Fig. 1: ports around the boundary
(3 px per µm) Pins as bars across the die edge, other pins in gray.
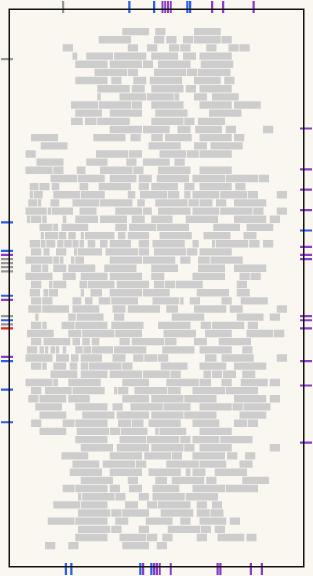
Fig. 2: gate-type map
(3 px per µm)
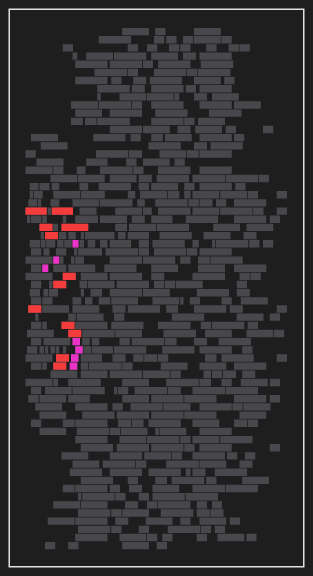
Fig. 3: wires at chosen ports, followed through buffers
(2 px per µm)
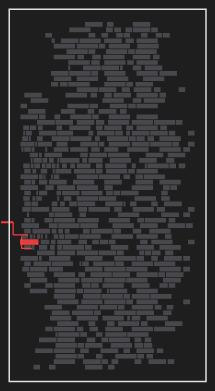
==> src/rtl/sdr_16_pkg.sv <==
// Shared definitions for the 16-bit SDR SDRAM controller: command pin
// encodings, Wishbone burst type encodings and mode register fields.
package sdr_16_pkg;

    // {ras_n, cas_n, we_n} as driven on the pins
    typedef enum logic [2:0] {
        CMD_LMR = 3'b000,
        CMD_RFR = 3'b001,
        CMD_PCH = 3'b010,
        CMD_ACT = 3'b011,
        CMD_WR  = 3'b100,
        CMD_RD  = 3'b101,
        CMD_NOP = 3'b111
    } sdr_cmd_e;

    // Wishbone burst type extension
    typedef enum logic [1:0] {
        BTE_LINEAR = 2'b00,
        BTE_WRAP4  = 2'b01,
        BTE_WRAP8  = 2'b10,
        BTE_WRAP16 = 2'b11
    } bte_e;

    localparam int SDR_DW = 16;
    localparam int RD_DW  = 2 * SDR_DW;

    // Mode register fields
    localparam logic [2:0] LMR_CL2    = 3'd2;
    localparam logic [2:0] LMR_CL3    = 3'd3;
    localparam logic [2:0] LMR_BL2    = 3'b001;
    localparam logic       LMR_BT_SEQ = 1'b0;

    // Mode register word: {reserved, write burst mode, op mode, CL, BT, BL}
    function automatic logic [12:0] lmr_word(input logic [2:0] cl);
        return {3'b000, 1'b0, 2'b00, cl, LMR_BT_SEQ, LMR_BL2};
    endfunction

    // The init sequence programs this word; read capture derives its CAS
    // latency from the same field so the two cannot drift apart.
    localparam logic [12:0] INIT_LMR = lmr_word(LMR_CL2);
    localparam int          INIT_CL  = int'(INIT_LMR[6:4]);

endpackage

==> src/rtl/sdr_16_rd_capture_if.sv <==
// Signal bundle between the command FSM / DQ pins / ingress FIFO and the
// read capture block.
//
// Handshake: a word on rd_dat_o transfers on every rising edge where
// rd_vld_o and rd_rdy_i are both high. rd_vld_o never depends on
// rd_rdy_i, and once raised it holds with stable data until taken.
interface sdr_16_rd_capture_if;
    import sdr_16_pkg::*;

    logic              cmd_read;
    logic [SDR_DW-1:0] dq_i;
    logic              dq_oe;
    logic [RD_DW-1:0]  rd_dat_o;
    logic              rd_vld_o;
    logic              rd_rdy_i;
    logic              rd_stall_o;
    logic              rd_ovf_o;
    logic              rd_busy_o;

    // Environment side: FSM strobes, pins and FIFO ready
    modport master (
        output cmd_read, dq_i, dq_oe, rd_rdy_i,
        input  rd_dat_o, rd_vld_o, rd_stall_o, rd_ovf_o, rd_busy_o
    );

    // Capture block side
    modport slave (
        input  cmd_read, dq_i, dq_oe, rd_rdy_i,
        output rd_dat_o, rd_vld_o, rd_stall_o, rd_ovf_o, rd_busy_o
    );

endinterface

==> src/rtl/sdr_16_rd_buf.sv <==
// Circular FIFO with registered head. Pointers are one bit wider than the
// address so full and empty are distinguishable. head_vld/head_dat show the
// oldest entry after this edge's pop; a word pushed into an empty buffer
// appears one cycle after the push.
module sdr_16_rd_buf #(
    parameter int DW    = 32,
    parameter int DEPTH = 4
) (
    input  logic                     sdram_clk,
    input  logic                     sdram_rst,
    input  logic                     push,
    input  logic [DW-1:0]            wdata,
    input  logic                     pop,
    output logic                     full,
    output logic                     empty,
    output logic [$clog2(DEPTH):0]   count,
    output logic                     head_vld,
    output logic [DW-1:0]            head_dat
);
    localparam int AW = $clog2(DEPTH);

    logic [DW-1:0] mem [DEPTH];
    logic [AW:0]   wptr, rptr, rptr_nxt;
    logic          wr_en, rd_en;

    assign count    = wptr - rptr;
    assign empty    = (wptr == rptr);
    assign full     = (wptr[AW] != rptr[AW]) && (wptr[AW-1:0] == rptr[AW-1:0]);
    assign rd_en    = pop & ~empty;
    // A pop in the same cycle frees the slot being written when full
    assign wr_en    = push & (~full | rd_en);
    assign rptr_nxt = rptr + {{AW{1'b0}}, rd_en};

    // Storage array, no reset needed: contents are qualified by the pointers
    always_ff @(posedge sdram_clk) begin
        if (wr_en) mem[wptr[AW-1:0]] <= wdata;
    end

    // Pointer update
    always_ff @(posedge sdram_clk or posedge sdram_rst) begin
        if (sdram_rst) begin
            wptr <= '0;
            rptr <= '0;
        end else begin
            if (wr_en) wptr <= wptr + {{AW{1'b0}}, 1'b1};
            rptr <= rptr_nxt;
        end
    end

    // Registered head: reflects this edge's pop but not its push
    always_ff @(posedge sdram_clk or posedge sdram_rst) begin
        if (sdram_rst) begin
            head_vld <= 1'b0;
            head_dat <= '0;
        end else begin
            head_vld <= (wptr != rptr_nxt);
            head_dat <= (wptr != rptr_nxt) ? mem[rptr_nxt[AW-1:0]] : '0;
        end
    end

endmodule

==> src/rtl/sdr_16_rd_capture.sv <==
// Read-data return path: tracks issued reads through a CAS-latency delay
// line, captures the two BL2 beats from the DQ pins, packs them into one
// 32-bit word and queues it for the ingress FIFO.
module sdr_16_rd_capture
    import sdr_16_pkg::*;
#(
    parameter int CL        = INIT_CL,
    parameter int RD_DLY    = 1,
    parameter int BUF_DEPTH = 4
) (
    input  logic                sdram_clk,
    input  logic                sdram_rst,
    sdr_16_rd_capture_if.slave  bus
);
    localparam int L  = CL + RD_DLY + 1;
    localparam int IW = $clog2(L + 1);
    localparam int CW = $clog2(BUF_DEPTH) + 1;
    localparam int SW = IW + CW;
    localparam int B0 = CL + RD_DLY - 1;
    localparam int B1 = CL + RD_DLY;

    logic [SDR_DW-1:0] dq_q, hi_q;
    logic [L-1:0]      pend;
    logic [IW-1:0]     inflt;
    logic [CW-1:0]     count;
    logic [SW-1:0]     occ;
    logic [RD_DW-1:0]  word, head_dat;
    logic              beat0, beat1, pop, full, empty, drop, ovf_set;
    logic              head_vld, ovf_q, stall_q;

    assign beat0 = pend[B0];
    assign beat1 = pend[B1];
    assign word  = {hi_q, dq_q};
    assign pop   = head_vld & bus.rd_rdy_i;
    // Beat1 arriving at a full buffer with nothing leaving is lost
    assign drop  = beat1 & full & ~pop;
    // Back-to-back read strobes, a capture while we drive DQ, or a lost word
    assign ovf_set = (bus.cmd_read & pend[0]) | (bus.dq_oe & (beat0 | beat1)) | drop;
    assign occ     = SW'(count) + SW'(inflt);

    // DQ input register, free running
    always_ff @(posedge sdram_clk or posedge sdram_rst) begin
        if (sdram_rst) dq_q <= '0;
        else           dq_q <= bus.dq_i;
    end

    // Delay line marking where each read's beats will be on dq_q
    always_ff @(posedge sdram_clk or posedge sdram_rst) begin
        if (sdram_rst) pend <= '0;
        else           pend <= {pend[L-2:0], bus.cmd_read};
    end

    // Hold the first beat until the second one completes the word
    always_ff @(posedge sdram_clk or posedge sdram_rst) begin
        if (sdram_rst)  hi_q <= '0;
        else if (beat0) hi_q <= dq_q;
    end

    // Reads issued but not yet pushed into the buffer
    always_ff @(posedge sdram_clk or posedge sdram_rst) begin
        if (sdram_rst) begin
            inflt <= '0;
        end else begin
            case ({bus.cmd_read, beat1})
                2'b10:   inflt <= inflt + IW'(1);
                2'b01:   inflt <= inflt - IW'(1);
                default: inflt <= inflt;
            endcase
        end
    end

    // Sticky error flag and registered stall hint
    always_ff @(posedge sdram_clk or posedge sdram_rst) begin
        if (sdram_rst) begin
            ovf_q   <= 1'b0;
            stall_q <= 1'b0;
        end else begin
            if (ovf_set) ovf_q <= 1'b1;
            stall_q <= (occ >= SW'(BUF_DEPTH));
        end
    end

    sdr_16_rd_buf #(
        .DW    (RD_DW),
        .DEPTH (BUF_DEPTH)
    ) u_buf (
        .sdram_clk (sdram_clk),
        .sdram_rst (sdram_rst),
        .push      (beat1),
        .wdata     (word),
        .pop       (pop),
        .full      (full),
        .empty     (empty),
        .count     (count),
        .head_vld  (head_vld),
        .head_dat  (head_dat)
    );

    assign bus.rd_vld_o   = head_vld;
    assign bus.rd_dat_o   = head_dat;
    assign bus.rd_stall_o = stall_q;
    assign bus.rd_ovf_o   = ovf_q;
    assign bus.rd_busy_o  = (inflt != '0) | ~empty;

endmodule

==> src/flat_wrapper.sv <==
// flat-port wrapper written by rule: the top's interface ports become plain ports
module sdr_16_rd_capture_flat import sdr_16_pkg::*;
#(
    parameter int CL        = INIT_CL,
    parameter int RD_DLY    = 1,
    parameter int BUF_DEPTH = 4
)
  (sdram_clk, sdram_rst, bus_cmd_read, bus_dq_i, bus_dq_oe, bus_rd_rdy_i, bus_rd_dat_o, bus_rd_vld_o, bus_rd_stall_o, bus_rd_ovf_o, bus_rd_busy_o);
  sdr_16_rd_capture_if bus_i ();
  input  logic sdram_clk;
  input  logic sdram_rst;
  input wire logic [$bits(bus_i.cmd_read)-1:0] bus_cmd_read;
  input wire logic [$bits(bus_i.dq_i)-1:0] bus_dq_i;
  input wire logic [$bits(bus_i.dq_oe)-1:0] bus_dq_oe;
  input wire logic [$bits(bus_i.rd_rdy_i)-1:0] bus_rd_rdy_i;
  output wire logic [$bits(bus_i.rd_dat_o)-1:0] bus_rd_dat_o;
  output wire logic [$bits(bus_i.rd_vld_o)-1:0] bus_rd_vld_o;
  output wire logic [$bits(bus_i.rd_stall_o)-1:0] bus_rd_stall_o;
  output wire logic [$bits(bus_i.rd_ovf_o)-1:0] bus_rd_ovf_o;
  output wire logic [$bits(bus_i.rd_busy_o)-1:0] bus_rd_busy_o;
  assign bus_i.cmd_read = bus_cmd_read;
  assign bus_i.dq_i = bus_dq_i;
  assign bus_i.dq_oe = bus_dq_oe;
  assign bus_i.rd_rdy_i = bus_rd_rdy_i;
  assign bus_rd_dat_o = bus_i.rd_dat_o;
  assign bus_rd_vld_o = bus_i.rd_vld_o;
  assign bus_rd_stall_o = bus_i.rd_stall_o;
  assign bus_rd_ovf_o = bus_i.rd_ovf_o;
  assign bus_rd_busy_o = bus_i.rd_busy_o;
  sdr_16_rd_capture #(.CL(CL), .RD_DLY(RD_DLY), .BUF_DEPTH(BUF_DEPTH)) u_core (.sdram_clk(sdram_clk), .sdram_rst(sdram_rst), .bus(bus_i));
endmodule
==> config.mk <==
export PLATFORM = sky130hd
export DESIGN_NAME = sdr_16_rd_capture_flat
export DESIGN_NICKNAME = d
export VERILOG_FILES = /design/src/rtl/sdr_16_pkg.sv /design/src/rtl/sdr_16_rd_capture_if.sv /design/src/rtl/sdr_16_rd_buf.sv /design/src/rtl/sdr_16_rd_capture.sv /design/src/flat_wrapper.sv
export SDC_FILE = /design/constraint.sdc
export NUM_CORES = 1
export LEC_CHECK = 0
export CORE_ASPECT_RATIO = 2
export CORE_MARGIN = 5
export CORE_UTILIZATION = 50
export DETAILED_ROUTE_END_ITERATION = 10
export HOLD_SLACK_MARGIN = 0.1
export PLACE_DENSITY = 0.72
export SYNTH_ARGS = -nofsm -noshare
export SYNTH_HDL_FRONTEND = slang
export SYNTH_SLANG_ARGS = --single-unit
==> constraint.sdc <==
create_clock -name sdram_clk -period 2.72 [get_ports sdram_clk]
set_input_delay 0.544 -clock sdram_clk [delete_from_list [all_inputs] [get_ports sdram_clk]]
set_output_delay 0.544 -clock sdram_clk [all_outputs]
set_load 0.01 [all_outputs]
==> impl_report.txt <==
FLOW METRICS REPORT
----------------------------------------------------
[Final timing]
  Slew at the pin closest to its max-slew limit ........................ 0.452 ns
  Final setup violation count ........................ 0
  Hold violation count in the final report ........................ 0
  Max-slew violation count ........................ 0
  Maximum clock skew at final layout ........................ 0.0163 ns
  RSZ-0062 raised after global routing ........................ false
  Tightest hold margin ........................ 0.354 ns
  Max-slew headroom at the worst pin ........................ 0.698
  Maximum operating frequency ........................ 0.385 GHz

[Logic synthesis]
  Syn avg cell area ........................ 19.3 µm²
  Proportion of register bits with asynchronous set or reset after synthesis ........................ 0.385
  Yosys-reported design area after synthesis ........................ 7690 µm²
  Post-synth tally of flip-flops with integrated enable ........................ 128
  AND/OR/NAND/NOR Cells, Area Fraction ........................ 0.0130
  Synth logic family ........................ multiplexers
  Number of standard cells reported by yosys ........................ 399
  Top flip-flop cell by instance count after synthesis ........................ sky130_fd_sc_hd__edfxtp_1
  Flip-flop and latch count after synthesis ........................ 208
  Yosys xor share ........................ 0.0171
  Number of nets in the synthesized netlist ........................ 432
  Most frequent cell after synthesis ........................ sky130_fd_sc_hd__edfxtp_1
  Warnings, synthesis ........................ 0
  Post-Synthesis Cell Area ........................ 7690 µm²
  Synth Instances ........................ 399
  Register area share after synthesis ........................ 0.760
  Area share of the leading cell type in the synthesized netlist ........................ 0.500
  Post-synthesis cell type with the largest combined area ........................ sky130_fd_sc_hd__edfxtp_1

[Critical path]
  Maximum fanout encountered on the critical timing path ........................ 20
  Endpoint of the most critical register-to-register path ........................ u_core.u_buf.head_dat[9]$_DFF_PP0_
  Required time of the worst setup path ........................ 3.07 ns
  Number of gates on the worst path with buffers counted ........................ 10
  Sort of element at the end of the critical path ........................ flip-flop
  CP max-delay cell ........................ sky130_fd_sc_hd__dfrtp_1
  Start point of the critical path ........................ u_core.u_buf.rptr[1]$_DFF_PP0_
  CP arrival ........................ 2.95 ns
  Cell-by-cell trace of the critical path ........................ inv_1 -> ha_1 -> a31oi_1 -> and2_1 -> ha_4 -> xnor2_1 -> nand2_1 -> o211ai_4 -> buf_12 -> o22ai_2
  Worst setup path category ........................ reg -> reg
  FF-to-FF path depth ........................ 10
  Top delay family on crit path ........................ AND-OR/OR-AND gates
  Startpoint of the worst-slack reg-to-reg timing path ........................ u_core.u_buf.rptr[1]$_DFF_PP0_

[Drt]
  Mean number of vias per cell ........................ 5.27
  Routed length per placed instance ........................ 19.6 µm
  Routed wire length ........................ 13.6 mm
  Count of nets left with antenna violations after detail routing ........................ 0
  Total number of vias ........................ 3,651
  First DRT Iteration DRCs ........................ 192

[Global route]
  Total global-route track usage ........................ 0.157
  Initial antenna violation count ........................ 0
  Global route total overflow ........................ 0
  Number of global-route vias before repair ........................ 4,067
  Maximum number of pins on one net before global-route repair ........................ 63
  Global-route wire length before repair ........................ 22.1 mm

[Run]
  Number of max-cap violations ........................ 0
  Tool warnings ........................ 30

[Final layout]
  Most frequently placed logic cells in the final layout ........................ sky130_fd_sc_hd__edfxtp_1 (128), sky130_fd_sc_hd__dfrtp_1 (80), sky130_fd_sc_hd__mux2i_1 (65)
  Max FFs per register ........................ 128
  Post-route cell area ........................ 9250 µm²
  Most frequent logic cell in the layout ........................ sky130_fd_sc_hd__edfxtp_1
  Final-layout fill cell count ........................ 1,132
  Number of cells in the finished layout apart from fillers ........................ 693
  Count of antenna diodes in the layout ........................ 0
  End-of-flow core utilization ........................ 0.608
  Fraction of layout cells with a size suffix above 1 ........................ 0.212

[Placed design]
  Minimum setup slack after placement ........................ -0.108 ns
  Cell area after placement ........................ 8710 µm²
  Number of placed cells counting well taps ........................ 663

[Pwr]
  Max rail drop VDD ........................ 1.05 mV
  Leakage power figure ........................ 0.00358 µW

[Clock tree]
  H-tree Lvls ........................ 1
  Maximum buffer depth of the clock tree ........................ 3
  Insertion delay at the late pin of the worst-skew pair ........................ 0.48 ns
  Number of gates given a new drive strength after cts ........................ 0
  Sink count of the clock tree ........................ 208
  Clock-pin slew reported for the worst setup and hold paths after clock tree synthesis ........................ 0.07 ns
  Cts bufs inserted ........................ 17
  CTS Root Cell ........................ sky130_fd_sc_hd__clkbuf_16
  Clock tree from TritonCTS ........................ done

[Min path]
  Worst Hold Path Cells ........................ 0

[Die]
  Standard cell core area ........................ 15,200 µm²
  Vertical die size ........................ 185 µm
  Chip width ........................ 97.7 µm
  I/O pin total ........................ 57
  Area of the die ........................ 18,100 µm²
  Cell row count ........................ 64

[Run status]
  Status ........................ finished clean

----------------------------------------------------
## Picture notes: Fig. 1
Red shows bus_rd_ovf_o, pins 1, direction output, edge west. Purple shows bus_rd_dat_o, pins 32, direction output, edge 13 east, 9 south, 7 north, 3 west. Blue shows bus_dq_i, pins 16, direction input, edge 7 west, 4 north, 4 south, 1 east.
All pins by edge: 18 west, 14 east, 13 south, 12 north.

## Picture notes: Fig. 2
Red shows adder and majority cells, cells 12, where west. Magenta shows AND and OR gates, cells 7, where west.

## Picture notes: Fig. 3
Red shows bus_rd_ovf_o, bits 1, direction output, end cells 1, buffers 1, wire 33.9 µm.

## final cells by class
class | count | area [µm²] | share of cell area
Sequential cell | 208 | 5850 | 0.632
Tap cell | 198 | 248 | 0.0268
Inverter | 9 | 35.0 | 0.00379
Multi-Input combinational cell | 167 | 1740 | 0.189
Clock inverter | 8 | 96.3 | 0.0104
Clock buffer | 22 | 444 | 0.0480
Timing Repair Buffer | 81 | 840 | 0.0907
## routing by layer
metal / vias up / global-route usage / routed length [µm]
met4: 0 / 0.0438 / 236
li1: 1680 / - / -
met2: 70 / 0.302 / 7800
met1: 1886 / 0.179 / 4970
met5: - / 0 / 0
met3: 15 / 0.0260 / 575
## power breakdown
group          switching, µW  total (µW)  internal [µW]
Sequential               323        4550           4230
Clock                   1040        2400           1360
Combinational           2440        4770           2340
Total                   3800       11700           7920
No activity file was given, so power comes from the tool's default toggle rates.
